==> images/met3.png <==
(1.5 px per um) Cells faint in the background.
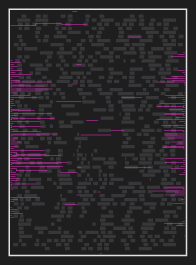
==> images/drive_strength.png <==
(2 px per um)
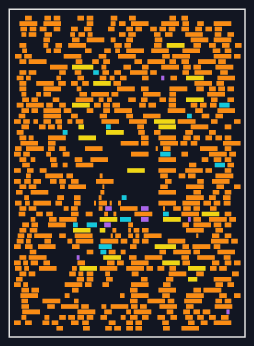
## src/rtl/mem_arb_pkg.sv

```systemverilog
// rtl/mem_arb_pkg.sv - shared widths, state encodings and port selects for mem_arbiter
package mem_arb_pkg;

   localparam int ADDR_W = 16;
   localparam int DATA_W = 32;

   typedef enum logic [2:0] {
      ARB_IDLE   = 3'd0,
      ARB_BUSY_I = 3'd1,
      ARB_BUSY_D = 3'd2,
      ARB_RESP_I = 3'd3,
      ARB_RESP_D = 3'd4
   } arb_state_t;

   localparam logic SEL_I = 1'b0;
   localparam logic SEL_D = 1'b1;

endpackage

```

## src/rtl/arb_port_resp.sv

```systemverilog
// rtl/arb_port_resp.sv - per-port read-data register and one-cycle ready pulse
module arb_port_resp
   import mem_arb_pkg::*;
(
   input  logic              clk,
   input  logic              rst,
   input  logic              done,
   input  logic              rd,
   input  logic [DATA_W-1:0] mem_data,
   output logic [DATA_W-1:0] data_out,
   output logic              ready
);

   // data_out only moves on a completed read, so writes leave the last read value visible
   always_ff @(posedge clk or negedge rst) begin
      if (!rst) begin
         data_out <= '0;
         ready    <= 1'b0;
      end else begin
         ready <= done;
         if (done && rd)
            data_out <= mem_data;
      end
   end

endmodule

```

## src/rtl/mem_arbiter.sv

```systemverilog
// rtl/mem_arbiter.sv - shares one backing memory between imem and dmem ports, dmem priority with starvation guard
module mem_arbiter
   import mem_arb_pkg::*;
#(
   parameter int STARVE_LIMIT = 3,
   parameter int CNT_W        = 2
) (
   input  logic              clk,
   input  logic              rst,
   input  logic              imem_req,
   input  logic              imem_wr,
   input  logic [ADDR_W-1:0] imem_addr,
   input  logic [DATA_W-1:0] imem_data_in,
   output logic [DATA_W-1:0] imem_data_out,
   output logic              imem_ready,
   input  logic              dmem_req,
   input  logic              dmem_wr,
   input  logic [ADDR_W-1:0] dmem_addr,
   input  logic [DATA_W-1:0] dmem_data_in,
   output logic [DATA_W-1:0] dmem_data_out,
   output logic              dmem_ready,
   output logic              mem_req,
   output logic              mem_wr,
   output logic [ADDR_W-1:0] mem_addr,
   output logic [DATA_W-1:0] mem_data_in,
   input  logic [DATA_W-1:0] mem_data_out,
   input  logic              mem_ready
);

   localparam logic [CNT_W-1:0] LIMIT = CNT_W'(STARVE_LIMIT);

   arb_state_t       state;
   logic [CNT_W-1:0] starve_cnt;
   logic             grant_any;
   logic             grant_sel;
   logic             done_i;
   logic             done_d;

   always_comb begin
      grant_any = imem_req | dmem_req;
      if (imem_req && dmem_req)
         grant_sel = (starve_cnt == LIMIT) ? SEL_I : SEL_D;
      else
         grant_sel = dmem_req ? SEL_D : SEL_I;
   end

   assign done_i = (state == ARB_BUSY_I) && mem_ready;
   assign done_d = (state == ARB_BUSY_D) && mem_ready;

   always_ff @(posedge clk or negedge rst) begin
      if (!rst) begin
         state       <= ARB_IDLE;
         mem_req     <= 1'b0;
         mem_wr      <= 1'b0;
         mem_addr    <= '0;
         mem_data_in <= '0;
         starve_cnt  <= '0;
      end else begin
         case (state)
            ARB_IDLE: begin
               if (grant_any && grant_sel == SEL_D) begin
                  state       <= ARB_BUSY_D;
                  mem_req     <= 1'b1;
                  mem_wr      <= dmem_wr;
                  mem_addr    <= dmem_addr;
                  mem_data_in <= dmem_data_in;
                  // only grants that actually bypass a waiting fetch count toward starvation
                  if (!imem_req)
                     starve_cnt <= '0;
                  else if (starve_cnt != LIMIT)
                     starve_cnt <= starve_cnt + 1'b1;
               end else if (grant_any) begin
                  state       <= ARB_BUSY_I;
                  mem_req     <= 1'b1;
                  mem_wr      <= imem_wr;
                  mem_addr    <= imem_addr;
                  mem_data_in <= imem_data_in;
                  starve_cnt  <= '0;
               end else begin
                  starve_cnt  <= '0;
               end
            end
            ARB_BUSY_I: begin
               if (mem_ready) begin
                  state   <= ARB_RESP_I;
                  mem_req <= 1'b0;
               end
            end
            ARB_BUSY_D: begin
               if (mem_ready) begin
                  state   <= ARB_RESP_D;
                  mem_req <= 1'b0;
               end
            end
            ARB_RESP_I, ARB_RESP_D: begin
               state <= ARB_IDLE;
            end
            default: begin
               state   <= ARB_IDLE;
               mem_req <= 1'b0;
            end
         endcase
      end
   end

   arb_port_resp u_resp_i (
      .clk      (clk),
      .rst      (rst),
      .done     (done_i),
      .rd       (!mem_wr),
      .mem_data (mem_data_out),
      .data_out (imem_data_out),
      .ready    (imem_ready)
   );

   arb_port_resp u_resp_d (
      .clk      (clk),
      .rst      (rst),
      .done     (done_d),
      .rd       (!mem_wr),
      .mem_data (mem_data_out),
      .data_out (dmem_data_out),
      .ready    (dmem_ready)
   );

endmodule
```

## config.mk

```make
export PLATFORM = sky130hd
export DESIGN_NAME = mem_arbiter
export DESIGN_NICKNAME = d
export VERILOG_FILES = /design/src/rtl/mem_arb_pkg.sv /design/src/rtl/arb_port_resp.sv /design/src/rtl/mem_arbiter.sv
export SDC_FILE = /design/constraint.sdc
export NUM_CORES = 1
export LEC_CHECK = 0
export ABC_AREA = 0
export CAP_MARGIN = 20
export CELL_PAD_IN_SITES_DETAIL_PLACEMENT = 1
export CELL_PAD_IN_SITES_GLOBAL_PLACEMENT = 2
export CORE_ASPECT_RATIO = 1.4
export CORE_UTILIZATION = 28
export DETAILED_ROUTE_END_ITERATION = 6
export HOLD_SLACK_MARGIN = 0.08
export PLACE_DENSITY_LB_ADDON = 0.05
export RECOVER_POWER = 100
export SYNTH_ARGS = -nofsm -noshare
export SYNTH_HDL_FRONTEND = slang
export SYNTH_SLANG_ARGS = --single-unit
export TNS_END_PERCENT = 1
```

## constraint.sdc

```tcl
create_clock -name clk -period 4.3 [get_ports clk]
set_input_delay 0.86 -clock clk [delete_from_list [all_inputs] [get_ports clk]]
set_output_delay 0.86 -clock clk [all_outputs]
set_load 0.03 [all_outputs]
```

==> Changelog: implementation <==
## Flow update

- Total iterations of the first detailed-routing run: 4
- Critical path depth: 5
- Dominant class by area: registers
- Crit path max fanout: 29
- Starting DRC count in detailed routing: roughly 100
- Layout Nets: approximately 720
- ClkCell Share: roughly 7.3%
- Worst setup endpoint: mem_addr[14]
- Hold path startpoint: u_resp_i.data_out[6]
- Final Wtd Congestion: between 0.7 and 0.8
- Failing checks: max-capacitance violations, max-slew violations
- Pins Over Slew Limit: between 90 and 100
- Fin Setup TNS: 0 ns
- DR WL met2: roughly 8.3 mm
- Synthesized Nets: between 400 and 500
- Max-cap violations: 2
- P_int: 3.94 mW
- Post-Route M1 WL: between 5 and 6 mm
- DR vias/cell: 4.76
- Ys cells: between 300 and 400
- Hold Vio Cnt, Final: 0
- Final setup vio count: 0
- Sequential Power Share: between 30% and 40%
- Worst Setup SP: imem_req
- Power Sequential: between 2 and 2.5 mW
- Ant. Diodes: 0
- Status: complete, but fails checks
- CP max stage delay: 1.02 ns
- Cell area after placement: between 0.007 and 0.008 mm2
- Psw: between 2 and 3 mW
- Slew @ Worst Pin: about 1.6 ns
- Most frequent logic cell in the layout: clkdlybuf4s50_1
- Rel. slew slack: -8.27%
- Depth of the most critical reg-to-reg path: 4
- Worst Setup Path Type: input port to flip-flop
- Die area: 0.0191 mm2
-- met3.png (at the start) --
longest straight run: 37.5 um
wire length on this layer: 1400 um
share of all routed wire: 8.8%
nets with wire on the layer: 137
main direction: horizontal
vias: 3990
GR Util met3: 6.64%
WL final: 15.8 mm

-- drive_strength.png (at the start) --
legend:
  drive 2:
    color: purple
    cells: 8
    share: 1.3%
  drive 1 or less:
    color: orange
    cells: 554
    share: 92%
  drive 3 to 4:
    color: cyan
    cells: 14
    share: 2.3%
  drive 6 and up:
    color: yellow
    cells: 23
    share: 3.8%
Non-clock buffers: 256
final instance area: 0.00835 mm2

[synth_stat cells (all sizes together)]
cell type | n | area share (%)
a2111oi | 1 | 0.17
a21boi | 2 | 0.36
a21oi | 1 | 0.096
buf | 15 | 2.4
clkbuf | 15 | 1.1
dfrtp | 121 | 58
ha | 1 | 0.24
inv | 2 | 0.14
mux2 | 64 | 16
nand2b | 2 | 0.24
nand3 | 1 | 0.34
nand3b | 51 | 7.5
nand4 | 2 | 0.24
nor2 | 1 | 0.072
nor2b | 1 | 0.12
nor3 | 3 | 0.51
nor3b | 1 | 0.24
nor4bb | 3 | 0.58
o21a | 1 | 0.29
o21ai | 2 | 0.19
o21ba | 1 | 0.19
o221a | 49 | 11
o32ai | 1 | 0.17
No activity file was given, so power comes from the tool's default toggle rates.
